===== config.mk =====
export PLATFORM = sky130hd
export DESIGN_NAME = rcs_seq_ctrl
export DESIGN_NICKNAME = d
export VERILOG_FILES = /design/src/rtl/rcs_pkg.sv /design/src/rtl/rcs_slice.sv /design/src/rtl/rcs_seq_ctrl.sv
export SDC_FILE = /design/constraint.sdc
export NUM_CORES = 1
export LEC_CHECK = 0
export CAP_MARGIN = 10
export CORE_MARGIN = 4
export CORE_UTILIZATION = 46
export DETAILED_ROUTE_END_ITERATION = 6
export PLACE_DENSITY = 0.77
export SETUP_SLACK_MARGIN = 0.02
export SLEW_MARGIN = 0
export SYNTH_ARGS = -nofsm -noshare
export SYNTH_HDL_FRONTEND = slang
export SYNTH_SLANG_ARGS = --single-unit

===== constraint.sdc =====
create_clock -name clk -period 4.3 [get_ports clk]
set_input_delay 0.645 -clock clk [delete_from_list [all_inputs] [get_ports clk]]
set_output_delay 0.645 -clock clk [all_outputs]
set_load 0.005 [all_outputs]

===== src/rtl/rcs_pkg.sv =====
`default_nettype none
// +--------------------------------------------------------------------+
// | Module : rcs_pkg                                                   |
// | Brief  : Shared constants and FSM state type for the sequential    |
// |          ripple-carry subtractor (rcs_seq_ctrl / rcs_slice).       |
// | Rev    : 1.0  initial release                                      |
// +--------------------------------------------------------------------+
package rcs_pkg;

  // Default operand width and shared-slice width.
  localparam int RCS_DATA_W  = 32;
  localparam int RCS_SLICE_W = 8;

  // Sequencer states; encodings are fixed so that they stay stable in
  // waveforms and in any external debug tooling.
  typedef enum logic [1:0] {
    S_IDLE = 2'd0,
    S_RUN  = 2'd1,
    S_DONE = 2'd2
  } rcs_state_e;

endpackage : rcs_pkg
`default_nettype wire


===== src/rtl/rcs_slice.sv =====
`default_nettype none
// +--------------------------------------------------------------------+
// | Module : rcs_slice                                                 |
// | Brief  : Combinational W-bit ripple-carry subtract slice.          |
// |          {carry, sum} = a + ~b + carry_start                       |
// | Ports  : a           in  W  minuend slice                          |
// |          b           in  W  subtrahend slice (inverted internally) |
// |          carry_start in  1  carry-in (1 = no borrow in)            |
// |          sum         out W  difference slice                       |
// |          carry       out 1  carry-out (1 = no borrow out)          |
// | Rev    : 1.0  initial release                                      |
// +--------------------------------------------------------------------+
module rcs_slice #(
  parameter int W = 8
) (
  input  logic [W-1:0] a,
  input  logic [W-1:0] b,
  input  logic         carry_start,
  output logic [W-1:0] sum,
  output logic         carry
);

  logic [W-1:0] w_nb;
  logic [W:0]   w_c;

  assign w_nb   = ~b;
  assign w_c[0] = carry_start;

  // Explicit full-adder chain so the slice maps to a true ripple
  // structure rather than a tool-chosen adder architecture.
  for (genvar i = 0; i < W; i++) begin : g_bit
    assign sum[i]   = a[i] ^ w_nb[i] ^ w_c[i];
    assign w_c[i+1] = (a[i] & w_nb[i]) | (a[i] & w_c[i]) | (w_nb[i] & w_c[i]);
  end

  assign carry = w_c[W];

endmodule : rcs_slice
`default_nettype wire


===== src/rtl/rcs_seq_ctrl.sv =====
`default_nettype none
// +--------------------------------------------------------------------+
// | Module : rcs_seq_ctrl                                              |
// | Brief  : Multi-cycle subtractor diff = a - b. One shared SLICE_W   |
// |          subtract slice is stepped LSB slice first, carry held in  |
// |          a register between steps. valid/ready on both sides.      |
// | Ports  : clk, rst_n (async, active-low)                            |
// |          in_valid/in_ready, a, b      operand handshake            |
// |          out_valid/out_ready, diff    result handshake             |
// |          carry  final carry-out (1 = a >= b unsigned)              |
// |          busy   high in RUN or DONE                                |
// |          ovf    signed overflow, only with RCS_SEQ_OVF_EN defined  |
// | Config : `define RCS_SEQ_OVF_EN adds the ovf port and logic        |
// | Rev    : 1.0  initial release                                      |
// +--------------------------------------------------------------------+
module rcs_seq_ctrl
  import rcs_pkg::*;
#(
  parameter int DATA_W  = RCS_DATA_W,
  parameter int SLICE_W = RCS_SLICE_W
) (
  input  logic              clk,
  input  logic              rst_n,
  input  logic              in_valid,
  output logic              in_ready,
  input  logic [DATA_W-1:0] a,
  input  logic [DATA_W-1:0] b,
  output logic              out_valid,
  input  logic              out_ready,
  output logic [DATA_W-1:0] diff,
  output logic              carry,
`ifdef RCS_SEQ_OVF_EN
  output logic              ovf,
`endif
  output logic              busy
);

  localparam int NSLICE = DATA_W / SLICE_W;
  localparam int IDX_W  = (NSLICE > 1) ? $clog2(NSLICE) : 1;
  localparam logic [IDX_W-1:0] C_LAST_IDX = IDX_W'(NSLICE - 1);

  rcs_state_e r_state;
  rcs_state_e w_state_nxt;

  logic [IDX_W-1:0]               r_idx;
  logic                           r_cin;
  logic [NSLICE-1:0][SLICE_W-1:0] r_a;
  logic [NSLICE-1:0][SLICE_W-1:0] r_b;
  logic [NSLICE-1:0][SLICE_W-1:0] r_diff;
  logic                           r_carry;

  logic [SLICE_W-1:0] w_d;
  logic               w_c;
  logic               w_accept;
  logic               w_step;
  logic               w_last;

  assign w_accept = (r_state == S_IDLE) && in_valid;
  assign w_step   = (r_state == S_RUN);
  assign w_last   = w_step && (r_idx == C_LAST_IDX);

  // Shared slice: operands selected by the current slice index.
  rcs_slice #(
    .W (SLICE_W)
  ) u_slice (
    .a           (r_a[r_idx]),
    .b           (r_b[r_idx]),
    .carry_start (r_cin),
    .sum         (w_d),
    .carry       (w_c)
  );

  // ---------------- FSM ----------------
  always_ff @(posedge clk or negedge rst_n) begin
    if (!rst_n) begin
      r_state <= S_IDLE;
    end else begin
      r_state <= w_state_nxt;
    end
  end

  always_comb begin
    w_state_nxt = r_state;
    in_ready    = 1'b0;
    out_valid   = 1'b0;
    busy        = 1'b0;
    case (r_state)
      S_IDLE: begin
        in_ready = 1'b1;
        if (in_valid) w_state_nxt = S_RUN;
      end
      S_RUN: begin
        busy = 1'b1;
        if (r_idx == C_LAST_IDX) w_state_nxt = S_DONE;
      end
      S_DONE: begin
        busy      = 1'b1;
        out_valid = 1'b1;
        if (out_ready) w_state_nxt = S_IDLE;
      end
      default: begin
        w_state_nxt = S_IDLE;
      end
    endcase
  end

  // ---------------- Datapath ----------------
  always_ff @(posedge clk or negedge rst_n) begin
    if (!rst_n) begin
      r_idx   <= '0;
      r_cin   <= 1'b1;
      r_a     <= '0;
      r_b     <= '0;
      r_diff  <= '0;
      r_carry <= 1'b0;
    end else if (w_accept) begin
      r_a    <= a;
      r_b    <= b;
      r_idx  <= '0;
      r_cin  <= 1'b1;
      // Cleared so partially built results never show stale slices.
      r_diff <= '0;
    end else if (w_step) begin
      r_diff[r_idx] <= w_d;
      r_cin         <= w_c;
      if (w_last) begin
        r_idx   <= '0;
        r_carry <= w_c;
      end else begin
        r_idx <= r_idx + IDX_W'(1);
      end
    end
  end

  assign diff  = r_diff;
  assign carry = r_carry;

`ifdef RCS_SEQ_OVF_EN
  // On the last step the slice MSB is the result sign bit.
  logic r_ovf;
  logic w_ovf_nxt;

  assign w_ovf_nxt = (r_a[NSLICE-1][SLICE_W-1] != r_b[NSLICE-1][SLICE_W-1]) &
                     (w_d[SLICE_W-1] != r_a[NSLICE-1][SLICE_W-1]);

  always_ff @(posedge clk or negedge rst_n) begin
    if (!rst_n) begin
      r_ovf <= 1'b0;
    end else if (w_last) begin
      r_ovf <= w_ovf_nxt;
    end
  end

  assign ovf = r_ovf;
`endif

endmodule : rcs_seq_ctrl
`default_nettype wire


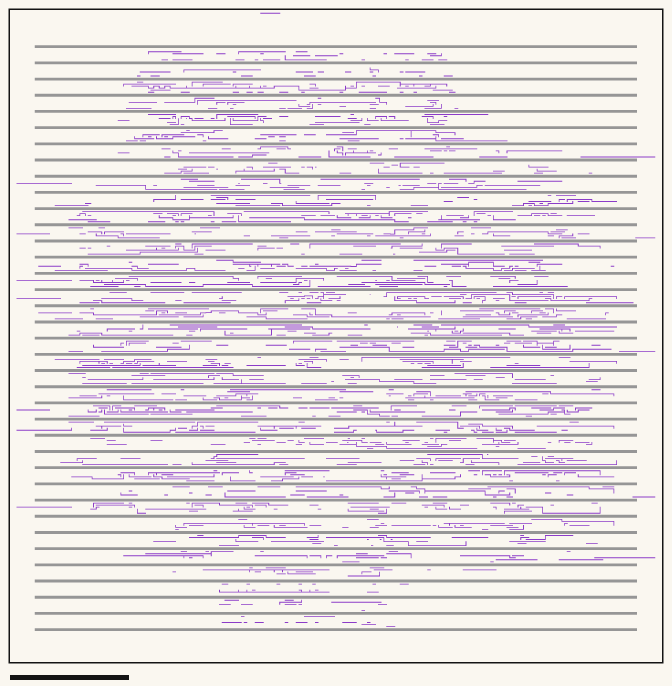
Fig. 1. M1 wires.
Bar = 20 µm. Supply wires on this layer in grey.
The wires run mostly horizontal. 583 nets have wire on it. The layer carries 4730 µm of wire. The layer holds 43% of the routed length.

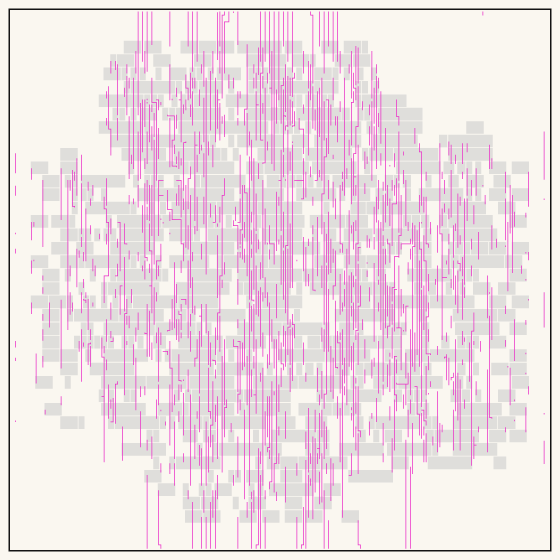
Fig. 2. M2 wires.
Cells faint in the background.
The layer holds 50% of the routed length. 557 nets have wire on it. The layer carries 5440 µm of wire.

==> results.cfg <==
; physical design summary
[global_route]
met1_usage = 0.265
grt_pass1_vias = 3735
gr-total-overflow = 0
antenna_found_initial = 0
grtUsageMet2 = 0.316
grt_first_pass_wirelength_um = 18100
grt_max_degree = 71
top_usage_layer = met2
track_usage = 0.195

[synthesis]
synth.logic.top_family = simple AND/OR/NAND/NOR gates
aoi_share = 0.0391
ys_seq_frac = 0.539
synth_async_sr_flop_share = 1.00
ys_sh_adder = 0.0549
edf_count = 0
top_cells_by_area = dfrtp_1, nand2_1, mux4_1, mux4_2, a21oi_1
common_cells = nand2_1, dfrtp_1, a21oi_1
synth.top_cell.area_share = 0.533
mux_share = 0.0889
yosysWarnings = 0
ys_ff = 102
synthSimpleGateAreaFrac = 0.226
yosys_area_um2 = 4740
top_area_cell = dfrtp_1
synthCells = 489
netlist_area_um2 = 4740
most_common_cell = nand2_1
synth_cell_types = 27
synth.avg_cell_area_um2 = 9.69
ff_type = dfrtp_1
syn_nets = 573
synth-xor-area-share = 0.00185
yosysCellCount = 489

[routing]
dr.max_layer_used = met4
viasPerCell = 5.07
drc = 0
wl_met1_um = 4730
drtIter0Drc = 167
wl_met2_um = 5440
wl_met3_um = 561
drt_pre_antenna_iters = 4
routedWlPerCell_um = 15.2
ant_nets = 0

[layout]
inv_count = 17
nNetsFinal = 666
comb-cell-share = 0.328
comb_area_um2 = 1990
seqCellArea_um2 = 2550
fillCellCount = 844
n_clock_buffer = 9
seq_share = 0.421
syn2layout_area_growth_pct = 27.8
final_util = 0.611
finalNonFillerCells = 720
non_clock_buffer_area_share = 0.180
design_area_um2 = 6060
largest_class = registers
drive_gt1_frac = 0.102
ff_count = 102
buffers = 111
logic_gate_count = 341
n_antenna_cell = 0
layout_top_cell = nand2_1
clockNetworkAreaShare = 0.0326
lay_top_cells = nand2_1, clkdlybuf4s50_1, dfrtp_1

[floorplanning]
fp.dieW_um = 110
std_cell_rows = 36
core_um2 = 9910
tap_cells = 133
io_pins = 104
die_y_um = 110
die-area_um2 = 12000
fp_util = 0.478

[pwr]
seqPwrFrac = 0.344
swShare = 0.399
power_frac_clock = 0.130
net-switching-power_mw = 1.86
combPwrFrac = 0.526
vdd_drop_max_uv = 352
p_total_mw = 4.66
maxPowerGroup = combinational cells
p_seq_mw = 1.60
cellPowerDensity_nw_per_um2 = 769
internal-power_mw = 2.80
p_clk_mw = 0.605
p_leak_nw = 2.86

[timing]
setup_viol = 0
setup_ws_ns = 0.0400
max_slew.worst_pin.slew_ns = 1.15
finalCriticalPeriod_ns = 4.26
fin_worst_skew_ns = 0.00990
fmax_mhz = 235
finalClockPeriodUsage = 0.991
slew_headroom = 0.233
holdWs_ns = 0.372
fin_setup_tns_ns = 0
finalHoldViolations = 0
rsz0062_at_grt = true

[placement]
dpl.cell_count = 704
io_buffers = 103
dp.final_hpwl_um = 8310
placedInstanceArea_um2 = 5840
gp_congestion = 0.808

[setup_path]
critPathMaxFanout = 4
required_ns = 4.60
worstPathCellList = mux4_2 > inv_2 > fa_1 > inv_1 > fa_2 > fa_2 > fa_2 > fa_2 > fa_2 > fa_2 > inv_2 > fa_2 > or2_4 > a21oi_2
crit_arrival_ns = 4.56
cpMostUsedCell = fa_2
path_delay_family = adder cells
r2r_setup_slack_ns = 0.04
crit_buf_inv = 3
worstSetupStartpointType = flip-flop
critPathCaptureType = flip-flop
worstSetupPathType = flip-flop to flip-flop
max_stage_delay_ns = 0.52
cp_slowest_cell = mux4_2

[cts]
clock_latency_ns = 0.37
tritoncts = built
cts_buffers = 9
clock_sink_count = 102
cts_setup_buffers = 0
clk_path_buf_depth = 2
root_buffer = clkbuf_8
clk_pin_slew_ns = 0.10
htree_levels = 3

[run_status]
status = completed

[flow_run]
warnings = 35
cap_viol_max_count = 0

[worst_hold_path]
holdCritPathClass = input pin to asynchronous set/reset pin
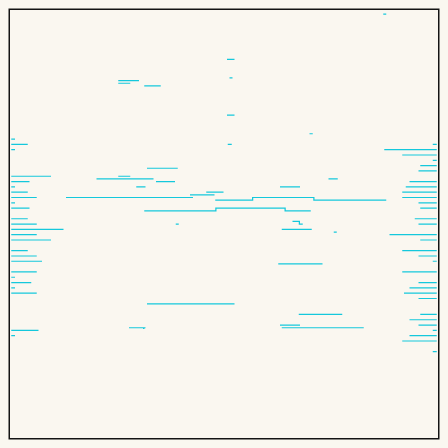
Fig. 3. M3 wires.
The layer carries 561 µm of wire. The layer holds 5.1% of the routed length. The longest straight run is 32.2 µm.
GR Layer Usage met3: 0.0376
total routed wirelength: 11000 µm
via count: 3652

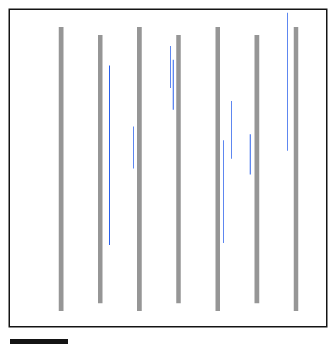
Fig. 4. Metal 4.
Bar = 20 µm. Supply wires on this layer in grey.
The wires run mostly vertical. The longest straight run is 61.9 µm.

==> worst paths after layout <==
path	start	endpoint	cells after the start
worst max-delay path	r_idx[0]$_DFFE_PN0P_	diff[23]$_DFFE_PN0P_	14
worst min-delay path	rst_n	diff[21]$_DFFE_PN0P_	1
worst max register to register	r_idx[0]$_DFFE_PN0P_	diff[23]$_DFFE_PN0P_	14
worst min register to register	r_b[6]$_DFFE_PN0P_	r_b[6]$_DFFE_PN0P_	2
max in group asynchronous	rst_n	r_b[24]$_DFFE_PN0P_	2
min in group clk	r_b[6]$_DFFE_PN0P_	r_b[6]$_DFFE_PN0P_	2
==> timing repair <==
item                                    CTS  global route
gates cloned                              0             0
endpoints found under the setup margin    3             4
pin swaps                                 2             1
hold buffers                              0             0
gates resized                             5             2
